[config.mk]
export PLATFORM = sky130hd
export DESIGN_NAME = mips_instr_encoder_flat
export DESIGN_NICKNAME = d
export VERILOG_FILES = /design/src/rtl/mips_pkg.sv /design/src/rtl/mips_instr_encoder_if.sv /design/src/rtl/mips_instr_encoder_sync_fifo.sv /design/src/rtl/mips_instr_encoder.sv /design/src/flat_wrapper.sv
export SDC_FILE = /design/constraint.sdc
export NUM_CORES = 1
export LEC_CHECK = 0
export ABC_AREA = 1
export CAP_MARGIN = 25
export CELL_PAD_IN_SITES_DETAIL_PLACEMENT = 1
export CELL_PAD_IN_SITES_GLOBAL_PLACEMENT = 1
export CORE_MARGIN = 10
export CORE_UTILIZATION = 34
export DETAILED_ROUTE_END_ITERATION = 7
export PLACE_DENSITY_LB_ADDON = 0.1
export RECOVER_POWER = 25
export SLEW_MARGIN = 20
export SYNTH_ARGS = -nofsm -noshare
export SYNTH_HDL_FRONTEND = slang
export SYNTH_HIERARCHICAL = 1
export SYNTH_SLANG_ARGS = --single-unit
[constraint.sdc]
create_clock -name iClk -period 2.2 [get_ports iClk]
set_input_delay 0.44 -clock iClk [delete_from_list [all_inputs] [get_ports iClk]]
set_output_delay 0.44 -clock iClk [all_outputs]
set_load 0.1 [all_outputs]
[src/rtl/mips_pkg.sv]
// Shared MIPS encoding constants and micro-op types for the instruction encoder.
package mips_pkg;

  localparam logic [5:0] OP_LW    = 6'b100011;
  localparam logic [5:0] OP_SW    = 6'b101011;
  localparam logic [5:0] OP_RTYPE = 6'b000000;

  localparam logic [5:0] FN_ADD = 6'b100000;
  localparam logic [5:0] FN_SUB = 6'b100010;
  localparam logic [5:0] FN_AND = 6'b100100;
  localparam logic [5:0] FN_OR  = 6'b100101;
  localparam logic [5:0] FN_SLT = 6'b101010;

  localparam logic [2:0] ALU_ADD = 3'b010;
  localparam logic [2:0] ALU_SUB = 3'b110;
  localparam logic [2:0] ALU_AND = 3'b000;
  localparam logic [2:0] ALU_OR  = 3'b001;
  localparam logic [2:0] ALU_SLT = 3'b111;

  typedef enum logic [1:0] {KIND_LW, KIND_SW, KIND_RTYPE, KIND_ILL} kind_t;

  typedef struct packed {
    kind_t       kind;
    logic [2:0]  alu;
    logic [4:0]  rs;
    logic [4:0]  rt;
    logic [4:0]  rd;
    logic [15:0] imm;
  } uop_t;

  typedef struct packed {
    logic        ill;
    logic [31:0] word;
  } enc_t;

endpackage

[src/rtl/mips_instr_encoder_if.sv]
// Micro-op in / instruction word out handshake bundle for mips_instr_encoder.
interface mips_instr_encoder_if #(parameter int CNT_W = 16);
  logic              iInValid;
  logic              oInReady;
  logic [1:0]        iKind;
  logic [2:0]        iALUControl;
  logic [4:0]        iRs;
  logic [4:0]        iRt;
  logic [4:0]        iRd;
  logic [15:0]       iImm;
  logic              oOutValid;
  logic              iOutReady;
  logic [31:0]       oInstr;
  logic              oIllegal;
  logic [CNT_W-1:0]  oCount;

  modport slave (
    input  iInValid, iKind, iALUControl, iRs, iRt, iRd, iImm, iOutReady,
    output oInReady, oOutValid, oInstr, oIllegal, oCount
  );

  modport master (
    output iInValid, iKind, iALUControl, iRs, iRt, iRd, iImm, iOutReady,
    input  oInReady, oOutValid, oInstr, oIllegal, oCount
  );
endinterface

[src/rtl/mips_instr_encoder_sync_fifo.sv]
// Pointer-based synchronous FIFO; extra pointer MSB separates full from empty.
module sync_fifo #(
  parameter int WIDTH = 32,
  parameter int DEPTH = 2
) (
  input  logic             iClk,
  input  logic             iReset,
  input  logic             iPush,
  input  logic [WIDTH-1:0] iData,
  input  logic             iPop,
  output logic [WIDTH-1:0] oData,
  output logic             oFull,
  output logic             oEmpty
);
  localparam int AW = $clog2(DEPTH);

  logic [WIDTH-1:0] mem_q [DEPTH];
  logic [WIDTH-1:0] mem_d [DEPTH];
  logic [AW:0]      wr_ptr_q, wr_ptr_d;
  logic [AW:0]      rd_ptr_q, rd_ptr_d;

  assign oEmpty = (wr_ptr_q == rd_ptr_q);
  assign oFull  = (wr_ptr_q[AW] != rd_ptr_q[AW]) && (wr_ptr_q[AW-1:0] == rd_ptr_q[AW-1:0]);
  assign oData  = mem_q[rd_ptr_q[AW-1:0]];

  always_comb begin
    mem_d    = mem_q;
    wr_ptr_d = wr_ptr_q;
    rd_ptr_d = rd_ptr_q;
    if (iPush && !oFull) begin
      mem_d[wr_ptr_q[AW-1:0]] = iData;
      wr_ptr_d = wr_ptr_q + 1'b1;
    end
    if (iPop && !oEmpty) rd_ptr_d = rd_ptr_q + 1'b1;
  end

  always_ff @(posedge iClk or posedge iReset) begin
    if (iReset) begin
      wr_ptr_q <= '0;
      rd_ptr_q <= '0;
      for (int i = 0; i < DEPTH; i++) mem_q[i] <= '0;
    end else begin
      wr_ptr_q <= wr_ptr_d;
      rd_ptr_q <= rd_ptr_d;
      mem_q    <= mem_d;
    end
  end
endmodule

[src/rtl/mips_instr_encoder.sv]
// Packs decoded micro-ops into MIPS words behind an output FIFO.
// Optional ENC_BYPASS_EN: empty FIFO + ready consumer forwards the word in the accept cycle.
module mips_instr_encoder
  import mips_pkg::*;
#(
  parameter int DEPTH = 2,
  parameter int CNT_W = 16
) (
  input  logic                 iClk,
  input  logic                 iReset,
  mips_instr_encoder_if.slave  bus
);

  function automatic enc_t encode(input uop_t u);
    enc_t e;
    e.ill  = 1'b0;
    e.word = '0;
    case (u.kind)
      KIND_LW:    e.word = {OP_LW, u.rs, u.rt, u.imm};
      KIND_SW:    e.word = {OP_SW, u.rs, u.rt, u.imm};
      KIND_RTYPE: begin
        case (u.alu)
          ALU_ADD: e.word = {OP_RTYPE, u.rs, u.rt, u.rd, 5'b0, FN_ADD};
          ALU_SUB: e.word = {OP_RTYPE, u.rs, u.rt, u.rd, 5'b0, FN_SUB};
          ALU_AND: e.word = {OP_RTYPE, u.rs, u.rt, u.rd, 5'b0, FN_AND};
          ALU_OR:  e.word = {OP_RTYPE, u.rs, u.rt, u.rd, 5'b0, FN_OR};
          ALU_SLT: e.word = {OP_RTYPE, u.rs, u.rt, u.rd, 5'b0, FN_SLT};
          default: e.ill  = 1'b1;
        endcase
      end
      default:    e.ill = 1'b1;
    endcase
    return e;
  endfunction

  uop_t             uop;
  enc_t             enc;
  logic             full, empty, accept, push, pop, bypass, out_hs;
  logic [31:0]      head;
  logic             ill_q, ill_d;
  logic [CNT_W-1:0] cnt_q, cnt_d;

  always_comb begin
    uop = '{kind: kind_t'(bus.iKind), alu: bus.iALUControl, rs: bus.iRs,
            rt: bus.iRt, rd: bus.iRd, imm: bus.iImm};
    enc = encode(uop);
  end

  assign accept = bus.iInValid & ~full;
`ifdef ENC_BYPASS_EN
  assign bypass = accept & empty & ~enc.ill & bus.iOutReady;
`else
  assign bypass = 1'b0;
`endif
  assign push   = accept & ~enc.ill & ~bypass;
  assign pop    = ~empty & bus.iOutReady;
  assign out_hs = bus.oOutValid & bus.iOutReady;

  sync_fifo #(.WIDTH(32), .DEPTH(DEPTH)) u_fifo (
    .iClk   (iClk),
    .iReset (iReset),
    .iPush  (push),
    .iData  (enc.word),
    .iPop   (pop),
    .oData  (head),
    .oFull  (full),
    .oEmpty (empty)
  );

  // Ready depends only on occupancy so no combinational path from iOutReady.
  assign bus.oInReady  = ~full;
  assign bus.oOutValid = ~empty | bypass;
  assign bus.oInstr    = bypass ? enc.word : head;
  assign bus.oIllegal  = ill_q;
  assign bus.oCount    = cnt_q;

  always_comb begin
    ill_d = ill_q | (accept & enc.ill);
    cnt_d = cnt_q + {{(CNT_W-1){1'b0}}, out_hs};
  end

  always_ff @(posedge iClk or posedge iReset) begin
    if (iReset) begin
      ill_q <= 1'b0;
      cnt_q <= '0;
    end else begin
      ill_q <= ill_d;
      cnt_q <= cnt_d;
    end
  end
endmodule
[src/flat_wrapper.sv]
// flat-port wrapper written by rule: the top's interface ports become plain ports
module mips_instr_encoder_flat import mips_pkg::*;
#(
  parameter int DEPTH = 2,
  parameter int CNT_W = 16
)
  (iClk, iReset, bus_iInValid, bus_iKind, bus_iALUControl, bus_iRs, bus_iRt, bus_iRd, bus_iImm, bus_iOutReady, bus_oInReady, bus_oOutValid, bus_oInstr, bus_oIllegal, bus_oCount);
  mips_instr_encoder_if #(.CNT_W(CNT_W)) bus_i ();
  input  logic iClk;
  input  logic iReset;
  input wire logic [$bits(bus_i.iInValid)-1:0] bus_iInValid;
  input wire logic [$bits(bus_i.iKind)-1:0] bus_iKind;
  input wire logic [$bits(bus_i.iALUControl)-1:0] bus_iALUControl;
  input wire logic [$bits(bus_i.iRs)-1:0] bus_iRs;
  input wire logic [$bits(bus_i.iRt)-1:0] bus_iRt;
  input wire logic [$bits(bus_i.iRd)-1:0] bus_iRd;
  input wire logic [$bits(bus_i.iImm)-1:0] bus_iImm;
  input wire logic [$bits(bus_i.iOutReady)-1:0] bus_iOutReady;
  output wire logic [$bits(bus_i.oInReady)-1:0] bus_oInReady;
  output wire logic [$bits(bus_i.oOutValid)-1:0] bus_oOutValid;
  output wire logic [$bits(bus_i.oInstr)-1:0] bus_oInstr;
  output wire logic [$bits(bus_i.oIllegal)-1:0] bus_oIllegal;
  output wire logic [$bits(bus_i.oCount)-1:0] bus_oCount;
  assign bus_i.iInValid = bus_iInValid;
  assign bus_i.iKind = bus_iKind;
  assign bus_i.iALUControl = bus_iALUControl;
  assign bus_i.iRs = bus_iRs;
  assign bus_i.iRt = bus_iRt;
  assign bus_i.iRd = bus_iRd;
  assign bus_i.iImm = bus_iImm;
  assign bus_i.iOutReady = bus_iOutReady;
  assign bus_oInReady = bus_i.oInReady;
  assign bus_oOutValid = bus_i.oOutValid;
  assign bus_oInstr = bus_i.oInstr;
  assign bus_oIllegal = bus_i.oIllegal;
  assign bus_oCount = bus_i.oCount;
  mips_instr_encoder #(.DEPTH(DEPTH), .CNT_W(CNT_W)) u_core (.iClk(iClk), .iReset(iReset), .bus(bus_i));
endmodule
run_1/class_map.png
Scale bar: 50 um. Fill, decap, tap and diode cells in gray.
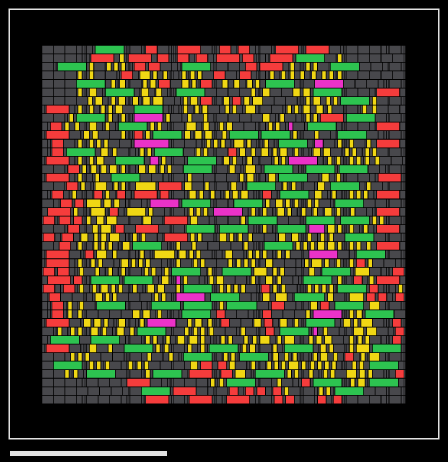
- clock drivers and dummy loads: magenta (cells 16; share of their area 4.8%)
- remaining logic cells: yellow (cells 488; share of their area 37%)
- remaining buffers and delay cells: red (cells 120; share of their area 24%)
- registers: green (cells 85; share of their area 34%)
final instance area: 0.006430 sq mm
Rows: 42

run_1/layers.png
Scale bar: 50 um.
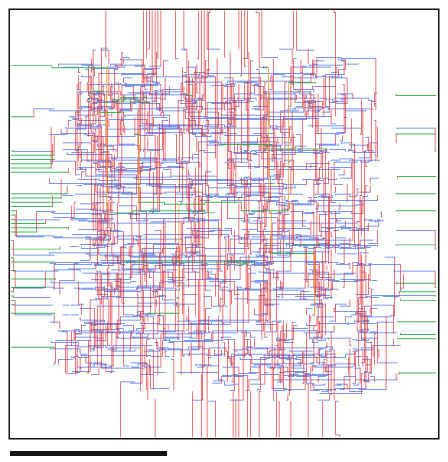
- M1: blue (wire length 6,810 um)
- M4: orange (wire length 219 um)
- M2: red (wire length 7,500 um)
- M3: green (wire length 707 um)
GRT Total Usage: 16.91%
vias after detailed routing: 4,480
Routed WL: 15,240 um
routed len/inst: 17.22 um

run_1/placed.png
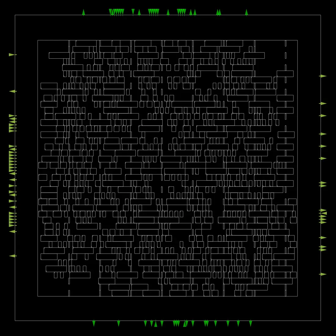
Well Taps: 176
Core Util, Final: 48.55%
seq_cells: 85
flop share of the area: 33.12%
Finished Layout Cells: 885

run_1/gates.png
Scale bar: 50 um.
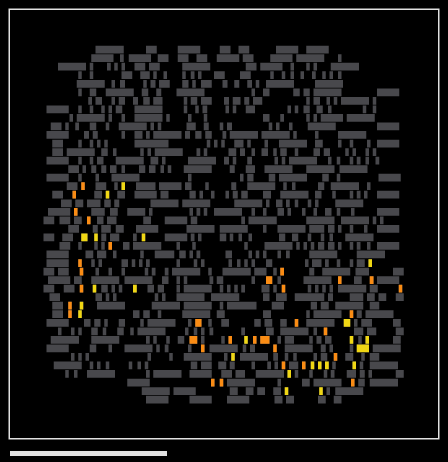
- nor cells: yellow (cells 23)
- inv cells: orange (cells 32)
top logic cell by instance count in the layout: nand2_1
multi-input combinational area share: 33.61%

run 1: state kept, by name, summed over array words and instances, names as in the netlist:
signal / flops
u_core/u_fifo/mem_q: 64
u_core/bus.oCount: 16
u_core/u_fifo/rd_ptr_q: 2
u_core/u_fifo/wr_ptr_q: 2
u_core/bus.oIllegal: 1
run 1: per-layer routing:
metal / wire length (um) / vias up
met5: 0 / -
met4: 218 / 0
met3: 706 / 16
met2: 7497 / 91
met1: 6813 / 2221
li1: - / 2152
run 1: final cells by class:
cell class / count / area, sq um
clock inverters: 3 / 45.04
multi-input cells: 456 / 2161
inverters: 32 / 133.9
flip-flops and latches: 85 / 2130
clock buffers: 13 / 250.2
repair buffers: 120 / 1490
fillers: 1626 / 6813
well taps: 176 / 220.2
run 1: stage by stage:
step	util (%)	hold WS, ns	setup slack [ns]
after detailed placement	46.22	0.4586	-0.05397
after global placement	46.22	0.4541	0.02343
after global routing	48.55	0.4926	0.04553
after floorplan	-	0.3661	-0.1392
after CTS	48.48	0.3968	0.002029
final	48.55	0.4682	0.1561
run 1: worst register-to-register path: stages, from the launching register on:
cell     delay [ns]
dfrtp_2        0.45
nand2_1        0.11
nand2_2        0.07
nand3_2        0.10
inv_1          0.07
nor2_1         0.15
ha_1           0.20
ha_1           0.20
nand3_2        0.13
nor2_4         0.21
buf_4          0.14
xor2_1         0.14
run 1: layout by cell type (no fill, tap or decap), types with 6 or more instances in the layout:
cell type	synthesis	layout
nand2_1	289	287
clkbuf_16	0	9
o21ai_0	10	10
buf_12	0	39
inv_1	25	24
o21ai_2	9	9
xor2_1	6	6
dfrtp_1	85	83
nor2_1	21	20
nand3_1	27	25
buf_4	5	40
clkdlybuf4s50_1	0	38
nand4_1	69	69
nand2_2	4	6
run 1: cells by family after synthesis:
group                    Yosys count  synth area share [%]
AND-OR/OR-AND                     22                 3.287
buffers and inverters             72                 7.878
XOR/XNOR                           9                 1.712
other                              1               0.08142
flip-flops                        85                 46.18
AND/OR/NAND/NOR                  417                 39.77
adder cells (fa/ha/maj)            4                 1.087
run 1: what timing repair did:
item	in CTS	in global routing
hold buffers	0	0
gates resized	1	7
pin swaps	0	1
endpoints found under the setup margin	3	7
==> results.txt, run 1 <==
impl run done, here's what came out: R2R Setup Slk=0.17 ns, Chip Width=136.4 um, die area=0.01860 sq mm, met2 Usage GRT=28.21%, slowest stage delay, CP=0.44 ns, Worst Path Arrival=1.60 ns, CTS sink count=85, clk_lat worst skew=0.35 ns, most frequent cells after synthesis=289 x nand2_1, 85 x dfrtp_1, 69 x nand4_1, 27 x nand3_1, 25 x inv_1, DP HPWL=10,610 um, remaining global-route overflow=0, WP buf/inv=3, Synth Seq Share=46.18%, TritonCTS Buffers=9, Critical R2R Launch=u_core/u_fifo/wr_ptr_q[0]$_DFFE_PP0P_, CP Launch Type=flip-flop, worst hold start=u_core/u_fifo/mem_q[62]$_DFFE_PP0P_, Die H=136.4 um, DRC=0, critical path required time=1.76 ns, yosys stat cell total=610, nets=748, CP endpoint=bus_oInstr[8], Hold Path Class=reg -> reg, total tool warning count=28, Min-Delay Endpoint=u_core/u_fifo/mem_q[62]$_DFFE_PP0P_, Floorplan Utilization=34.78%, Core Region=0.01324 sq mm, endpoints failing setup=0, Routed Antenna Nets=0, Port-buffer cells=90, clock skew=0.006155 ns, final hold violation count=0, Max-slew headroom=44.84%, # IOs=91, Max-Cap Viols=0, Main synth FF type=dfrtp_1, ys async rst share=100.0%, drt via density=5.062, Crit path top cell by count=nand2_1, CP delay by family, top=buffers and inverters, first-pass GRT wire length=25,310 um, largest net degree at the start of global routing=58, FF-to-FF path depth=11, Worst-Margin Slew=0.8275 ns, Setup TNS=0 ns, outcome=finished clean, ant diodes=0, final period utilization=92.90%, proportion of layout cells with a drive suffix above 1=18.19%, Layout Area Growth over Synthesis=39.61%, shortest period the worst path allows=2.044 ns, Slew Limit Fails=0, Syn Area/Cell=7.550 sq um, crit path from=u_core/u_fifo/rd_ptr_q[0]$_DFFE_PP0P_, Levels on crit path=5
--- run 2 (diff from run 1) ---
Settings changed: CAP_MARGIN 25 to 0, PLACE_DENSITY from default to 0.81, PLACE_DENSITY_LB_ADDON 0.1 to default.
run_2/m4.png
Scale bar: 50 um.
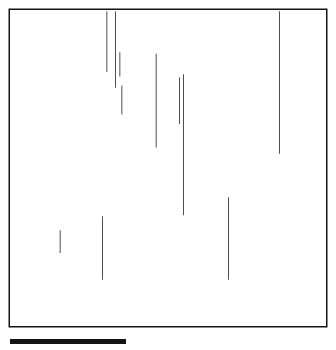
- main direction: vertical
- wire length on this layer: 335 um
- nets with wire on the layer: 8
- longest straight run: 61.2 um
- share of all routed wire: 2.2%
vias after detailed routing: 4,524
Routed WL: 15,500 um

run_2/placed.png
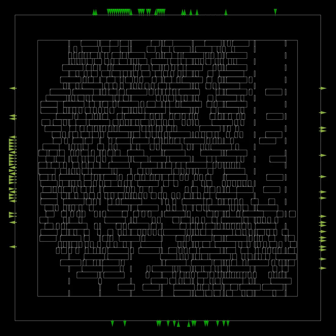
flop share of the area: 33.26%
Core Region: 0.01324 sq mm
Core Util, Final: 48.35%
fill cell count: 1,619
Finished Layout Cells: 883

==> run 2 against run 1 <==
  * Die area unchanged
  * Register-to-register slack better by 0.04 ns
  * Non-clock buffer count decreased by 1
  * Count of clock-buffer cells in the layout shrank 2
  * Cell count shrank 0.23%
  * Sequential share of layout area grew 0.14 points
  * Global-route usage increased by 0.27 points
  * Cell area shrank 0.43%
==> results.txt, run 2 <==
impl run done, here's what came out: Final Wtd Congestion=0.8502, Rows=42 (unchanged), DP HPWL=10,980 um (+3.5%), Worst-Margin Slew=0.8211 ns (-0.006398 ns), clk_lat worst skew=0.36 ns (about the same), XORs/XNORs by Area=1.711% (unchanged), number of distinct library cells after synthesis=29, CTS sink count=85 (unchanged), CTS tree=done, Largest cells by area=dfrtp_1 46%, nand2_1 24%, nand4_1 9.4%, Layout Area Growth over Synthesis=39.01%, Port-buffer cells=90 (unchanged), Hold Path Class=reg -> reg, GRT Total Usage=17.18% (+0.27 points), AND-OR/OR-AND share of the synthesized area=3.287% (unchanged), Worst Path Arrival=1.66 ns (+0.06 ns), endpoints failing setup=0 (unchanged), final instance area=0.006402 sq mm (-0.43%), most frequent cells after synthesis=289 x nand2_1, 85 x dfrtp_1, 69 x nand4_1, 27 x nand3_1, 25 x inv_1, root buf cell=clkbuf_16, setup slack after layout=0.1035 ns (-0.05261 ns), Max-Cap Viols=0 (unchanged), final hold violation count=0 (unchanged), Floorplan Utilization=34.78% (unchanged), yosys synthesis chip area=0.004606 sq mm, FF-to-FF path depth=11 (unchanged), drt via density=5.123 (+1.2%), Setup Crit Path Kind=reg -> out, top logic cell by instance count in the layout=nand2_1, Reg2Reg Capture Point=u_core/bus.oCount[10]$_DFF_PP0_, total tool warning count=28 (unchanged), R2R Setup Slk=0.21 ns (+0.04 ns), Critical R2R Launch=u_core/u_fifo/wr_ptr_q[1]$_DFFE_PP0P_, # IOs=91 (unchanged), max reg flops=64 (unchanged), nets=747 (-0.13%), worst hold slack=0.4727 ns (+0.004451 ns), Synth Seq Share=46.18% (unchanged), Post-synth EDFFs=0, CP endpoint kind=output port, Clk pin slew, worst setup/hold paths=0.07 ns, setup bufs post-CTS=0, vias in the first global route=5,031, ys async rst share=100.0% (unchanged), Cells after Synth=610, crit path from=u_core/u_fifo/rd_ptr_q[0]$_DFFE_PP0P_, Routed Antenna Nets=0 (unchanged), CP Launch Type=flip-flop, Mux area share=0% (unchanged), hold depth=2, first-pass GRT wire length=25,520 um (+0.82%), placed cells=868, Synth Warn #=6, worst hold start=u_core/bus.oIllegal$_DFF_PP0_, outcome=finished clean, mapped cell area=0.004606 sq mm, Min-Delay Endpoint=u_core/bus.oIllegal$_DFF_PP0_, proportion of layout cells with a drive suffix above 1=17.96% (-0.23 points), crit-path cells=inv_4, buf_6, nand2_1, nand2_1, buf_12, top-count cell post-synth=nand2_1, Post-DP Area=0.006126 sq mm, yosys stat cell total=610 (unchanged), Synth flops=85, TritonCTS Buffers=9 (unchanged), Detailed Route Iter0 Violations=276, Main synth FF type=dfrtp_1, crit-path max FO=33, initial antenna violation count=0, critical path's slowest cell=dfrtp_2, ant diodes=0 (unchanged), Largest Register=u_core/u_fifo/mem_q, drt pass-1 iters=4, routed len/inst=17.55 um (+2.0%), Die H=136.4 um (unchanged), die area=0.01860 sq mm (unchanged), Syn Area/Cell=7.550 sq um (unchanged), Top Layout Cells=288 x nand2_1, 83 x dfrtp_1, 69 x nand4_1, DRC=0 (unchanged), Chip Width=136.4 um (unchanged), area leader, netlist=dfrtp_1, critical path required time=1.76 ns (about the same), Slew Limit Fails=0 (unchanged), Top-area cell share=46.18%, Crit path top cell by count=nand2_1, shortest period the worst path allows=2.096 ns (+0.05260 ns), DP Worst Slack=-0.08003 ns (-0.02606 ns), clock skew=0.01148 ns (+0.005328 ns), Max-slew headroom=45.26% (+0.43 points), slowest stage delay, CP=0.45 ns (about the same), comb area leader=simple AND/OR/NAND/NOR gates, remaining global-route overflow=0 (unchanged), FMAX=477.0 MHz, H-tree depth=3, largest net degree at the start of global routing=44 (-24%), Setup TNS=0 ns (unchanged), maximum buffer depth of the clock tree=2, final period utilization=95.30% (+2.4 points), Synth Area in Adders=1.087% (unchanged), yosys simple share=39.77% (unchanged)
-- run 2: worst max-delay path: cells and delay by family, from the launching register on --
kind	cells	cell delay (ns)
flip-flops	1	0.45
AND/OR/NAND/NOR	2	0.29
buffers and inverters	3	0.56
-- run 2: worst max-delay path by stage --
stage	endpoint	slack, ns
CTS	u_core/bus.oCount[10]$_DFF_PP0_	0.02
global placement	u_core/u_fifo/mem_q[25]$_DFFE_PP0P_	0.02
global route	u_core/bus.oCount[10]$_DFF_PP0_	-0.002
finish	bus_oInstr[11]	0.10
floorplan	u_core/u_fifo/mem_q[14]$_DFFE_PP0P_	-0.14
detailed placement	u_core/u_fifo/mem_q[25]$_DFFE_PP0P_	-0.08
-- run 2: cell families (layout without fill, tap and decap cells) --
logic type	Yosys count	in the layout
DFF	85	85
other	1	4
and+or+nand+nor	417	417
buffers and inverters	72	166
xor gates and xnor gates	9	9
AOI/OAI and AO/OA	22	22
adders and majority gates	4	4
-- run 2: metal layers --
metal | vias up | share of wire (%) | GRT usage [%] | routed length [um]
met5 | - | 0 | 0 | 0
met4 | 0 | 2.2 | 6.450 | 334
met3 | 26 | 4.6 | 4.391 | 706
met2 | 86 | 51 | 29.51 | 7832
met1 | 2263 | 43 | 20.16 | 6625
li1 | 2149 | - | - | -
-- run 2: cell type report --
type                    count  area, sq um  share of cell area [%]
multi-input cells         456         2158                   33.71
flip-flops and latches     85         2130                   33.26
repair buffers            119         1478                   23.08
clock buffers              11        232.7                   3.635
well taps                 176        220.2                   3.440
inverters                  32        133.9                   2.091
clock inverters             4        50.05                  0.7817
-- run 2: what timing repair did --
| action | in CTS | in global routing |
|---|---|---|
| setup endpoints to repair | 5 | 10 |
| hold buffers | 0 | 0 |
| resized | 1 | 7 |
| gates cloned | 0 | 0 |
| pin swaps | 0 | 1 |
--- run 3 (diff from run 2) ---
Settings changed: TNS_END_PERCENT from default to 50.
run_3/m4.png
Scale bar: 50 um.
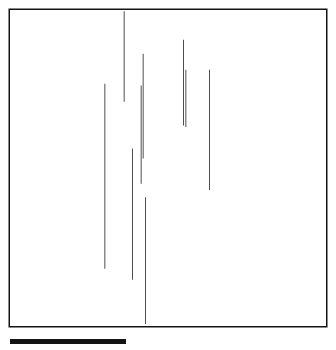
Routed WL: 15,740 um
vias after detailed routing: 4,577

run_3/class_map.png
Scale bar: 50 um. Fill, decap, tap and diode cells in gray.
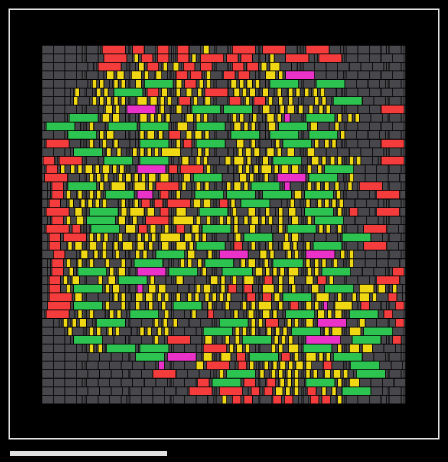
- registers: green (cells 85; share of their area 34%)
- remaining buffers and delay cells: red (cells 118; share of their area 24%)
- remaining logic cells: yellow (cells 488; share of their area 37%)
- clock drivers and dummy loads: magenta (cells 16; share of their area 4.7%)
final instance area: 0.006402 sq mm

==> run 3 against run 2 <==
  * Register-to-register slack got worse by 0.05 ns
  * Core utilization unchanged
  * First-iteration DRC count shrank 15%
  * Synthesized cell count unchanged
  * Count of clock-buffer cells in the layout unchanged
  * Critical path depth up 4
  * Cell area did not move
  * Sequential share of layout area did not move
  * Die area stayed put
==> results.txt, run 3 <==
impl run done, here's what came out: outcome=finished clean, maximum buffer depth of the clock tree=2 (unchanged), top logic cell by instance count in the layout=nand2_1, Comb area=0.002166 sq mm (+0.35%), DP HPWL=11,280 um (+2.7%), hold depth=2 (unchanged), clk_lat worst skew=0.34 ns (-0.02 ns), Port-buffer cells=90 (unchanged), Main synth FF type=dfrtp_1, first-pass GRT wire length=26,400 um (+3.5%), ant diodes=0 (unchanged), WP buf/inv=3 (unchanged), TritonCTS Buffers=9 (unchanged), most frequent cells after synthesis=289 x nand2_1, 85 x dfrtp_1, 69 x nand4_1, 27 x nand3_1, 25 x inv_1, GRT Total Usage=17.61% (+0.43 points), drt pass-1 iters=4 (unchanged), GR peak layer=met2, initial antenna violation count=0 (unchanged), largest net degree at the start of global routing=45 (+2.3%), final period utilization=94.74% (-0.56 points), CP delay by family, top=buffers and inverters, comb area leader=simple AND/OR/NAND/NOR gates, Post-synth EDFFs=0 (unchanged), FF-to-FF path depth=12 (+1), final hold violation count=0 (unchanged), yosys synthesis chip area=0.004606 sq mm (unchanged), Synth Seq Share=46.18% (unchanged), Chip Width=136.4 um (unchanged), crit-path max FO=15 (-55%), nets=746 (-0.13%), FMAX=479.8 MHz (+0.59%), Detailed Route Iter0 Violations=235 (-15%), Setup TNS=0 ns (unchanged), Rows=42 (unchanged), CTS sink count=85 (unchanged), critical path required time=2.49 ns (+0.73 ns), yosys simple share=39.77% (unchanged), DRC=0 (unchanged), number of distinct library cells after synthesis=29 (unchanged), CTS tree=done, clock skew=0.006361 ns (-0.005123 ns), Routed Antenna Nets=0 (unchanged), Core Region=0.01324 sq mm (unchanged), yosys stat cell total=610 (unchanged), top-count cell post-synth=nand2_1, endpoints failing setup=0 (unchanged), met2 Usage GRT=31.21% (+1.7 points), Worst Path Arrival=2.37 ns (+0.71 ns), root buf cell=clkbuf_16, Floorplan Utilization=34.78% (unchanged), XORs/XNORs by Area=1.711% (unchanged), Max-Cap Viols=0 (unchanged), shortest period the worst path allows=2.084 ns (-0.01222 ns), Synth flops=85 (unchanged), AND-OR/OR-AND share of the synthesized area=3.287% (unchanged), Synth Warn #=6 (unchanged), Core Util, Final=48.35% (unchanged), Hold Path Class=reg -> reg, ys async rst share=100.0% (unchanged), Syn Area/Cell=7.550 sq um (unchanged), Final Wtd Congestion=0.8288 (-2.5%), Cells after Synth=610 (unchanged), CP endpoint kind=flip-flop, DP Worst Slack=-0.1995 ns (-0.1195 ns), total tool warning count=28 (unchanged), Largest cells by area=dfrtp_1 46%, nand2_1 24%, nand4_1 9.4%, R2R Setup Slk=0.16 ns (-0.05 ns), critical path's slowest cell=clkdlybuf4s50_1, vias in the first global route=5,170 (+2.8%), die area=0.01860 sq mm (unchanged), Setup Crit Path Kind=in -> reg, Critical R2R Launch=u_core/u_fifo/rd_ptr_q[0]$_DFFE_PP0P_, Largest Register=u_core/u_fifo/mem_q, routed len/inst=17.83 um (+1.6%), Crit path top cell by count=nand2_1, Reg2Reg Capture Point=u_core/bus.oCount[12]$_DFF_PP0_, GR Util met3=3.542% (-0.85 points), CP Launch Type=input pin, Mux area share=0% (unchanged), max reg flops=64 (unchanged), Clk pin slew, worst setup/hold paths=0.06 ns (about the same), Top Layout Cells=287 x nand2_1, 83 x dfrtp_1, 69 x nand4_1, crit-path cells=clkdlybuf4s50_1, inv_2, ha_1, nand2_1, nand2_2, buf_12, o21ai_0, nand4_1, nand2_1, Worst-Margin Slew=0.7450 ns (-0.07611 ns), Max-slew headroom=50.28% (+5.0 points), # IOs=91 (unchanged), met1 usage=19.94% (-0.21 points), proportion of layout cells with a drive suffix above 1=18.53% (+0.57 points), setup slack after layout=0.1157 ns (+0.01222 ns), Die H=136.4 um (unchanged)
## run 3: area by class of cell
cell class | instances | area share [%]
Multi-Input combinational cell | 456 | 33.83
Sequential cell | 85 | 33.26
Timing Repair Buffer | 118 | 22.81
Clock buffer | 11 | 3.791
Tap cell | 176 | 3.440
Inverter | 32 | 2.091
Clock inverter | 5 | 0.7817
## run 3: worst max-delay path by stage
stage          slack, ns                             endpoint                                   from
4_1_cts             0.02       u_core/bus.oCount[6]$_DFF_PP0_  u_core/u_fifo/wr_ptr_q[0]$_DFFE_PP0P_
3_5_place_dp       -0.20  u_core/u_fifo/mem_q[43]$_DFFE_PP0P_                     bus_iALUControl[1]
6_report            0.12  u_core/u_fifo/mem_q[43]$_DFFE_PP0P_                     bus_iALUControl[1]
5_1_grt             0.01       u_core/bus.oCount[6]$_DFF_PP0_  u_core/u_fifo/wr_ptr_q[0]$_DFFE_PP0P_
2_1_floorplan      -0.14  u_core/u_fifo/mem_q[14]$_DFFE_PP0P_  u_core/u_fifo/wr_ptr_q[0]$_DFFE_PP0P_
3_3_place_gp       -0.14  u_core/u_fifo/mem_q[43]$_DFFE_PP0P_                     bus_iALUControl[1]
## run 3: repair_timing
action,in CTS,in global routing
hold buffers,0,0
gates resized,3,7
setup buffers,0,1
pin swaps,1,1
endpoints found under the setup margin,5,16
## run 3: worst min-delay path, cell delays in order, from the launching register on
cell and delay (ns):
dfrtp_1 0.34, nand2_1 0.06, nand2_1 0.05
## run 3: kinds of logic (layout without fill, tap and decap cells)
logic type | count (synthesis) | count (layout)
DFF | 85 | 85
and+or+nand+nor | 417 | 417
AOI/OAI and AO/OA | 22 | 22
buffers and inverters | 72 | 166
xor gates and xnor gates | 9 | 9
other | 1 | 4
adders and majority gates | 4 | 4
## run 3: through the flow
stage	cells	hold WS, ns
detailed placement	866	0.4602
global placement	866	0.4531
floorplan	613	0.3661
finish	883	0.4736
global route	883	0.4969
CTS	882	0.4758
## run 3: per-layer routing
metal  share of wire [%]  wire (um)
met1                  41       6452
met5                   0          0
met2                  52       8177
met3                 4.4        685
met4                 2.7        429
